$ cat config.mk
export PLATFORM = sky130hd
export DESIGN_NAME = ram_block_fifo_ctrl
export DESIGN_NICKNAME = d
export VERILOG_FILES = /design/src/rtl/ram_block_fifo_ctrl.sv
export SDC_FILE = /design/constraint.sdc
export NUM_CORES = 1
export LEC_CHECK = 0
export CORE_MARGIN = 5
export CORE_UTILIZATION = 30
export DETAILED_ROUTE_END_ITERATION = 10
export GPL_ROUTABILITY_DRIVEN = 0
export PLACE_DENSITY = 0.63
export SYNTH_ARGS = -nofsm -noshare
export SYNTH_HDL_FRONTEND = slang
export SYNTH_SLANG_ARGS = --single-unit
$ cat constraint.sdc
create_clock -name clk -period 3.9 [get_ports clk]
set_clock_uncertainty 0.2 [all_clocks]
set_input_delay 0.585 -clock clk [delete_from_list [all_inputs] [get_ports clk]]
set_output_delay 0.585 -clock clk [all_outputs]
set_load 0.1 [all_outputs]
$ cat src/rtl/ram_block_fifo_ctrl.sv
// Pointer and flow-control front end that runs an async-read RAM array as a FIFO.
// Capacity is MEM_DEPTH RAM entries plus one registered output entry.
module ram_block_fifo_ctrl #(
   parameter int MEM_DEPTH  = 1024,
   parameter int ADDR_WIDTH = 10,
   parameter int DATA_WIDTH = 32
) (
   input  logic                  clk,
   input  logic                  rst,
   input  logic                  flush,
   input  logic                  in_valid,
   output logic                  in_ready,
   input  logic [DATA_WIDTH-1:0] in_data,
   output logic                  out_valid,
   input  logic                  out_ready,
   output logic [DATA_WIDTH-1:0] out_data,
   output logic                  ram_wr_en,
   output logic [ADDR_WIDTH-1:0] ram_wr_addr,
   output logic [DATA_WIDTH-1:0] ram_wr_data,
   output logic [ADDR_WIDTH-1:0] ram_rd_addr,
   input  logic [DATA_WIDTH-1:0] ram_rd_data,
   output logic [ADDR_WIDTH:0]   fill_level
);

   localparam logic [ADDR_WIDTH:0]   DEPTH   = (ADDR_WIDTH+1)'(MEM_DEPTH);
   localparam logic [ADDR_WIDTH-1:0] PTR_MAX = ADDR_WIDTH'(MEM_DEPTH - 1);
   localparam logic [ADDR_WIDTH-1:0] PTR_ONE = ADDR_WIDTH'(1);
   localparam logic [ADDR_WIDTH:0]   CNT_ONE = (ADDR_WIDTH+1)'(1);

   logic [ADDR_WIDTH-1:0] wr_ptr;
   logic [ADDR_WIDTH-1:0] rd_ptr;
   logic [ADDR_WIDTH:0]   ram_count;
   logic                  push;
   logic                  load;

   // Ready looks only at the registered count, never at a same-cycle pop.
   assign in_ready    = !rst && !flush && (ram_count < DEPTH);
   assign push        = in_valid && in_ready;
   assign load        = (ram_count != '0) && (!out_valid || out_ready);

   assign ram_wr_en   = push;
   assign ram_wr_addr = wr_ptr;
   assign ram_wr_data = in_data;
   assign ram_rd_addr = rd_ptr;
   assign fill_level  = ram_count + (ADDR_WIDTH+1)'(out_valid);

   always_ff @(posedge clk) begin
      if (rst || flush) begin
         wr_ptr    <= '0;
         rd_ptr    <= '0;
         ram_count <= '0;
         out_valid <= 1'b0;
         out_data  <= '0;
      end else begin
         // Depth need not be a power of two, so wrap on an explicit compare.
         if (push)
            wr_ptr <= (wr_ptr == PTR_MAX) ? '0 : wr_ptr + PTR_ONE;

         if (load) begin
            rd_ptr    <= (rd_ptr == PTR_MAX) ? '0 : rd_ptr + PTR_ONE;
            out_data  <= ram_rd_data;
            out_valid <= 1'b1;
         end else if (out_valid && out_ready) begin
            out_valid <= 1'b0;
         end

         if (push && !load)
            ram_count <= ram_count + CNT_ONE;
         else if (load && !push)
            ram_count <= ram_count - CNT_ONE;
      end
   end

endmodule
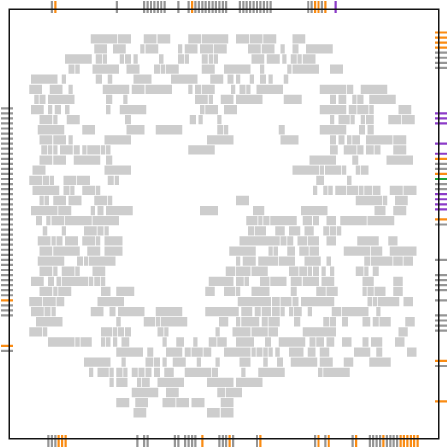
run_1/pins.png
Pins as bars across the die edge, other pins in grey.
[orange] ram_wr_data | pins: 32 | direction: output | edge: 16 bottom, 9 right, 5 top, 2 left
[green] in_valid | pins: 1 | direction: input | edge: right
[purple] ram_wr_addr | pins: 10 | direction: output | edge: 9 right, 1 top
all pins by edge: 44 left, 44 bottom, 40 top, 39 right

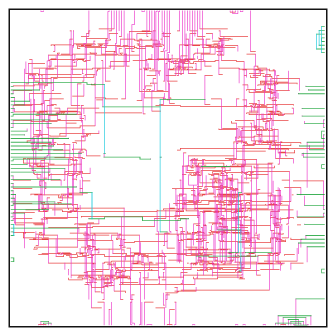
run_1/metal_stack.png
[green] met3 | wire length: 824 µm
[magenta] met2 | wire length: 3820 µm
[red] met1 | wire length: 3850 µm
[cyan] met4 | wire length: 144 µm

==> reports/metrics.yaml, run 1 <==
layout_min_cycle_time_ns: 3.522
dpl_worst_slack_ns: 0.01093
startpoint: "flush"
top_power_group: "combinational logic"
clkPwrFrac_pct: 12.2
grt_use_met1_pct: 16.08
largest_reg_flops: 32
rows: 38
synthFlopType: "dfxtp_1"
crit_path_cell_trace: "clkdlybuf4s50_1, or2_2, nor3b_4, ha_4, inv_6, ha_4, nor2b_4, o21a_1, a311o_2, a221oi_2, mux2i_1, mux2_1"
p_switching_uw: 2583
r2r_start: "ram_count[7]$_SDFFE_PP0P_"
yosys.area.top_type: "dfxtp_1"
antenna_found_initial: 0
layout_top_cell: "clkdlybuf4s50_1"
fin_crit_sh_pct: 90.30
wl_met1_um: 3849
die_area_mm2: 0.01327
rsz0062_at_grt: "no"
crit_top_cell: "ha_4"
nFillCells: 1119
rrSetupSlack_ns: 0.44
p_sw_share_pct: 54.58
min-delay-start: "out_data[17]$_SDFFE_PP0P_"
slew_viol_final: 0
power.density_cell_area_mw_per_mm2: 1036
met3_length_um: 823
grt_usage_pct: 13.12
common_cells: "nand2_1, dfxtp_1, a21oi_1"
cp-endpoint: "ram_count[10]$_SDFFE_PP0P_"
cts_root_buffer: "clkbuf_8"
die_h_um: 115.2
synth_flops: 64
slowest_delay_ns: 0.41
synth.yosys.warnings: 0
busiest_layer: "met2"
critPathLaunchType: "input pin"
fin_ws_ns: 0.3783
dp_cells: 621
area_leaders: "dfxtp_1, nand2_1, a21oi_1"
fmax_mhz: 284.0
pwr-share-seq_pct: 19.2
regMostFlops: "out_data"
ctsHoldBuffers: 0
p_int_uw: 2149
outcome: "completed"
finalNonFillerCells: 637
worst-path-max-fanout: 10
reg2reg_to: "ram_count[10]$_SDFFE_PP0P_"
chipWidth_um: 115.2
tightest_slew_ns: 1.007
wirelength_um: 8632
finalSetupViolations: 0
end_kind: "register"
peakVddDrop_mv: 0.5433
coreArea_mm2: 0.01084
post-dp-hpwl_um: 6255
p_leak_uw: 0.001764
ys_cells: 416
syn_avg_cell_area_um2: 7.979
critPathRequiredTime_ns: 3.92
synth_nets: 500
fin_util_pct: 42.15
numCtsBuffers: 9
reg2reg_depth: 13
grt_util_met2_pct: 19.83
cts_max_path_buffers: 2
cts_tree: "done"
critical_path_class: "input pin to register"
synth.distinct_cells: 45
wl_per_cell_um: 13.55
grt_first_pass_wirelength_um: 13940
final_antenna_net_count: 0
crit_slowest_cell: "clkdlybuf4s50_1"
seq_area_frac_synth_pct: 38.60
max_cap_viol_count: 0
hold_viol: 0
cts_setup_buffers: 0
io_buffers: 102
fp_util_pct: 30.62
placed_area_mm2: 0.004370
htreeDepth: 3
warnings: 27
syn_area_mm2: 0.003319
overflow: 0
layout-drive-gt1-share_pct: 10.87
relSlewSlack_pct: 32.69
hold_depth: 2
worstPathArrival_ns: 3.54
whs_ns: 0.2544
lay_top_cells: "clkdlybuf4s50_1, nand2_1, dfxtp_1"
clk_latency_ns: 0.33
cts.clk_slew.worst_paths_ns: 0.07
viasPerCell: 4.680
clock-sinks: 64
pg_comb_uw: 3240
grt_max_degree: 55
drc: 0
power_clock_uw: 578
grtUsageMet3_pct: 6.263
synth.most_common_cell: "nand2_1"
reg.largest.list: "out_data: 32 flops, ram_count: 11 flops"
wl_met2_um: 3815
grt_pass1_vias: 2894
hp-class: "register to register"
nNetsFinal: 576
async_flop_share_pct: 0
power_frac_comb_pct: 68.5
p_seq_uw: 911
synthCells: 416
antenna_cells: 0
total_power_uw: 4733
final_area_mm2: 0.004569
vias: 2981
initialDrtViolationCount: 96
top_area_share_pct: 38.60
yosysChipArea_mm2: 0.003319
setup_tns_ns: 0
edf_count: 0
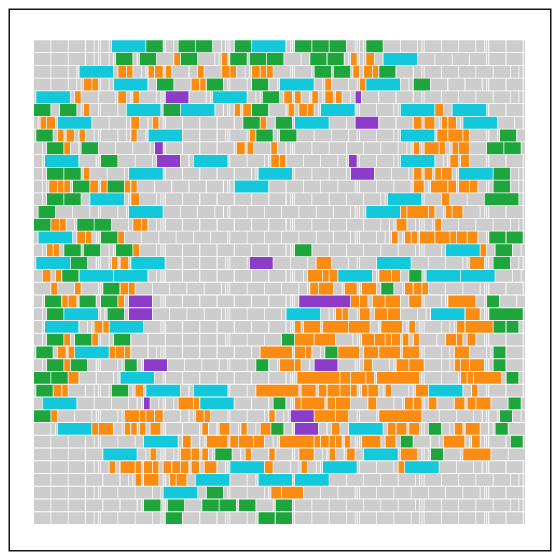
run_1/cell_classes.png
Fill, decap, tap and diode cells in grey.
[orange] all other logic | cells: 304 | share of their area: 41%
[green] other buffers and delay cells | cells: 113 | share of their area: 25%
[purple] clock drivers and dummy loads | cells: 16 | share of their area: 4.5%
[cyan] flip-flops | cells: 64 | share of their area: 29%

==> run 1: logic make-up after synthesis <==
logic type	synth area share, %
AND/OR/NAND/NOR	23.60
AND-OR/OR-AND	13.31
multiplexers	1.244
flip-flops	38.60
adder cells (fa/ha/maj)	5.880
XOR/XNOR	6.860
buffers and inverters	10.52
==> run 1: critical path, delay by kind of cell <==
kind,cells,cell delay [ns]
simple gates,3,0.71
fa+ha+maj,2,0.42
mux,2,0.55
buf+inv,2,0.48
compound gates,3,0.79
==> run 1: layout make-up <==
class	instances	area (µm²)	area share [%]
Clock inverter	3	40.04	0.8762
Multi-Input combinational cell	293	1769	38.72
Timing Repair Buffer	113	1099	24.04
Clock buffer	13	158.9	3.478
Tap cell	140	175.2	3.834
Sequential cell	64	1281	28.04
Inverter	11	46.29	1.013
==> inputs of run 2 (changes only) <==
Settings changed: SKIP_CTS_REPAIR_TIMING set to 1.
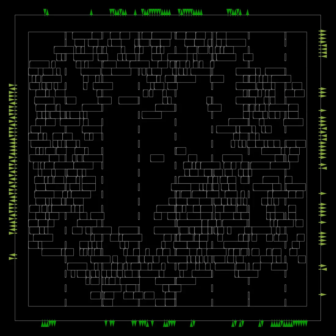
run_2/final_placement.png
Fill cells: 1119
core area: 0.01084 mm²
Tapcells: 140

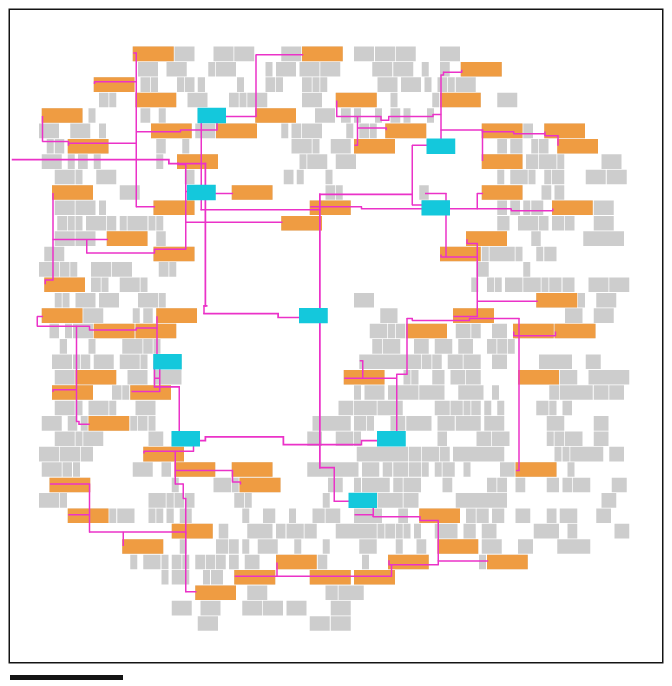
run_2/clock_map.png
The bar under the picture is 20 µm long.
[orange] flip-flops | count: 64
[cyan] cells driving clock nets | count: 9
[magenta] clock wires | length: 975 µm
routed clock nets: 10
flops lie: all over the die

==> reports/metrics.yaml, run 2 <==
outcome: "completed"
critical_path_class: "input pin to register"
crit_slowest_cell: "clkdlybuf4s50_1"
total_power_uw: 4733
setup_tns_ns: 0
regMostFlops: "out_data"
grtUsageMet3_pct: 6.263
synth-simple-area-share_pct: 23.60
finalNonFillerCells: 637
area_leaders: "dfxtp_1, nand2_1, a21oi_1"
slowest_delay_ns: 0.41
busiest_layer: "met2"
synthCells: 416
vias: 2981
grt_util_met2_pct: 19.83
cts_root_buffer: "clkbuf_8"
whs_ns: 0.2544
reg2reg_depth: 13
critPathTopFamily: "AND-OR/OR-AND gates"
common_cells: "nand2_1, dfxtp_1, a21oi_1"
chipWidth_um: 115.2
dp_cells: 621
synth.yosys.warnings: 0
mux_share_pct: 1.244
yosys.area.top_type: "dfxtp_1"
io_buffers: 102
rrSetupSlack_ns: 0.44
synth.distinct_cells: 45
drc: 0
clk_latency_ns: 0.33
top_area_share_pct: 38.60
fin_crit_sh_pct: 90.30
p_leak_uw: 0.001764
startpoint: "flush"
antenna_found_initial: 0
fmax_mhz: 284.0
ios: 167
crit_path_cell_trace: "clkdlybuf4s50_1, or2_2, nor3b_4, ha_4, inv_6, ha_4, nor2b_4, o21a_1, a311o_2, a221oi_2, mux2i_1, mux2_1"
antenna_cells: 0
cts.clk_slew.worst_paths_ns: 0.07
worst-path-buf-inv: 2
worst-path-max-fanout: 10
lay_top_cells: "clkdlybuf4s50_1, nand2_1, dfxtp_1"
synth_flops: 64
peakVddDrop_mv: 0.5433
numCtsBuffers: 9
max_cap_viol_count: 0
grt_usage_pct: 13.12
logic_family: "simple AND/OR/NAND/NOR gates"
die_area_mm2: 0.01327
grt_use_met1_pct: 16.08
htreeDepth: 3
critPathRequiredTime_ns: 3.92
wl_per_cell_um: 13.55
fin_util_pct: 42.15
clock-sinks: 64
layout-drive-gt1-share_pct: 10.87
cts_max_path_buffers: 2
crit_top_cell: "ha_4"
die_h_um: 115.2
min-delay-start: "out_data[17]$_SDFFE_PP0P_"
worstPathArrival_ns: 3.54
async_flop_share_pct: 0
synth_nets: 500
r2r_start: "ram_count[7]$_SDFFE_PP0P_"
synthFlopType: "dfxtp_1"
wirelength_um: 8632
tightest_slew_ns: 1.007
hold_depth: 2
wl_met1_um: 3849
fp_util_pct: 30.62
wl_met2_um: 3815
viasPerCell: 4.680
layout_min_cycle_time_ns: 3.522
met3_length_um: 823
synth.most_common_cell: "nand2_1"
relSlewSlack_pct: 32.69
final_area_mm2: 0.004569
initialDrtViolationCount: 96
nNetsFinal: 576
final_antenna_net_count: 0
synthAdderAreaFrac_pct: 5.880
grt_first_pass_wirelength_um: 13940
synthToLayoutAreaGrowth_pct: 37.66
maxUsedRoutingLayer: "met4"
edf_count: 0
seq_area_frac_synth_pct: 38.60
largest_reg_flops: 32
drt_pass1_iterations: 4
dpl_worst_slack_ns: 0.01093
placed_area_mm2: 0.004370
critPathLaunchType: "input pin"
overflow: 0
hold_end: "out_data[17]$_SDFFE_PP0P_"
end_kind: "register"
grt_max_degree: 55
aoi_share_pct: 13.31
syn_avg_cell_area_um2: 7.979
critical_path_cell_count: 12
grt_pass1_vias: 2894
reg.largest.list: "out_data: 32 flops, ram_count: 11 flops"
cp-endpoint: "ram_count[10]$_SDFFE_PP0P_"
reg2reg_to: "ram_count[10]$_SDFFE_PP0P_"
fin_ws_ns: 0.3783
cts_tree: "done"
hold_viol: 0
hp-class: "register to register"
yosysChipArea_mm2: 0.003319
rows: 38
rsz0062_at_grt: "no"
syn_area_mm2: 0.003319
layout_top_cell: "clkdlybuf4s50_1"
ys_cells: 416
post-dp-hpwl_um: 6255
xor_share_pct: 6.860
warnings: 27
power.density_cell_area_mw_per_mm2: 1036
slew_viol_final: 0
finalSetupViolations: 0
[run 2: cells by family after synthesis]
logic type | after synthesis
AND/OR/NAND/NOR | 171
multiplexers | 4
XOR/XNOR | 26
flip-flops | 64
adder cells (fa/ha/maj) | 15
AND-OR/OR-AND | 77
buffers and inverters | 59
[run 2: where the power goes]
| group | internal (µW) | switching [µW] | total [µW] |
|---|---|---|---|
| registers | 789 | 121 | 911 |
| logic | 1030 | 2210 | 3240 |
| clock network | 329 | 249 | 578 |
| total | 2150 | 2580 | 4730 |
[run 2: final cells by class]
cell class	instances	area, µm²	share of cell area (%)
clock buffer	13	158.9	3.478
clock inverter	3	40.04	0.8762
inverter	11	46.29	1.013
multi-input combinational	293	1769	38.72
sequential	64	1281	28.04
tap	140	175.2	3.834
timing repair buffer	113	1099	24.04
Power and IR drop assume default switching activity.
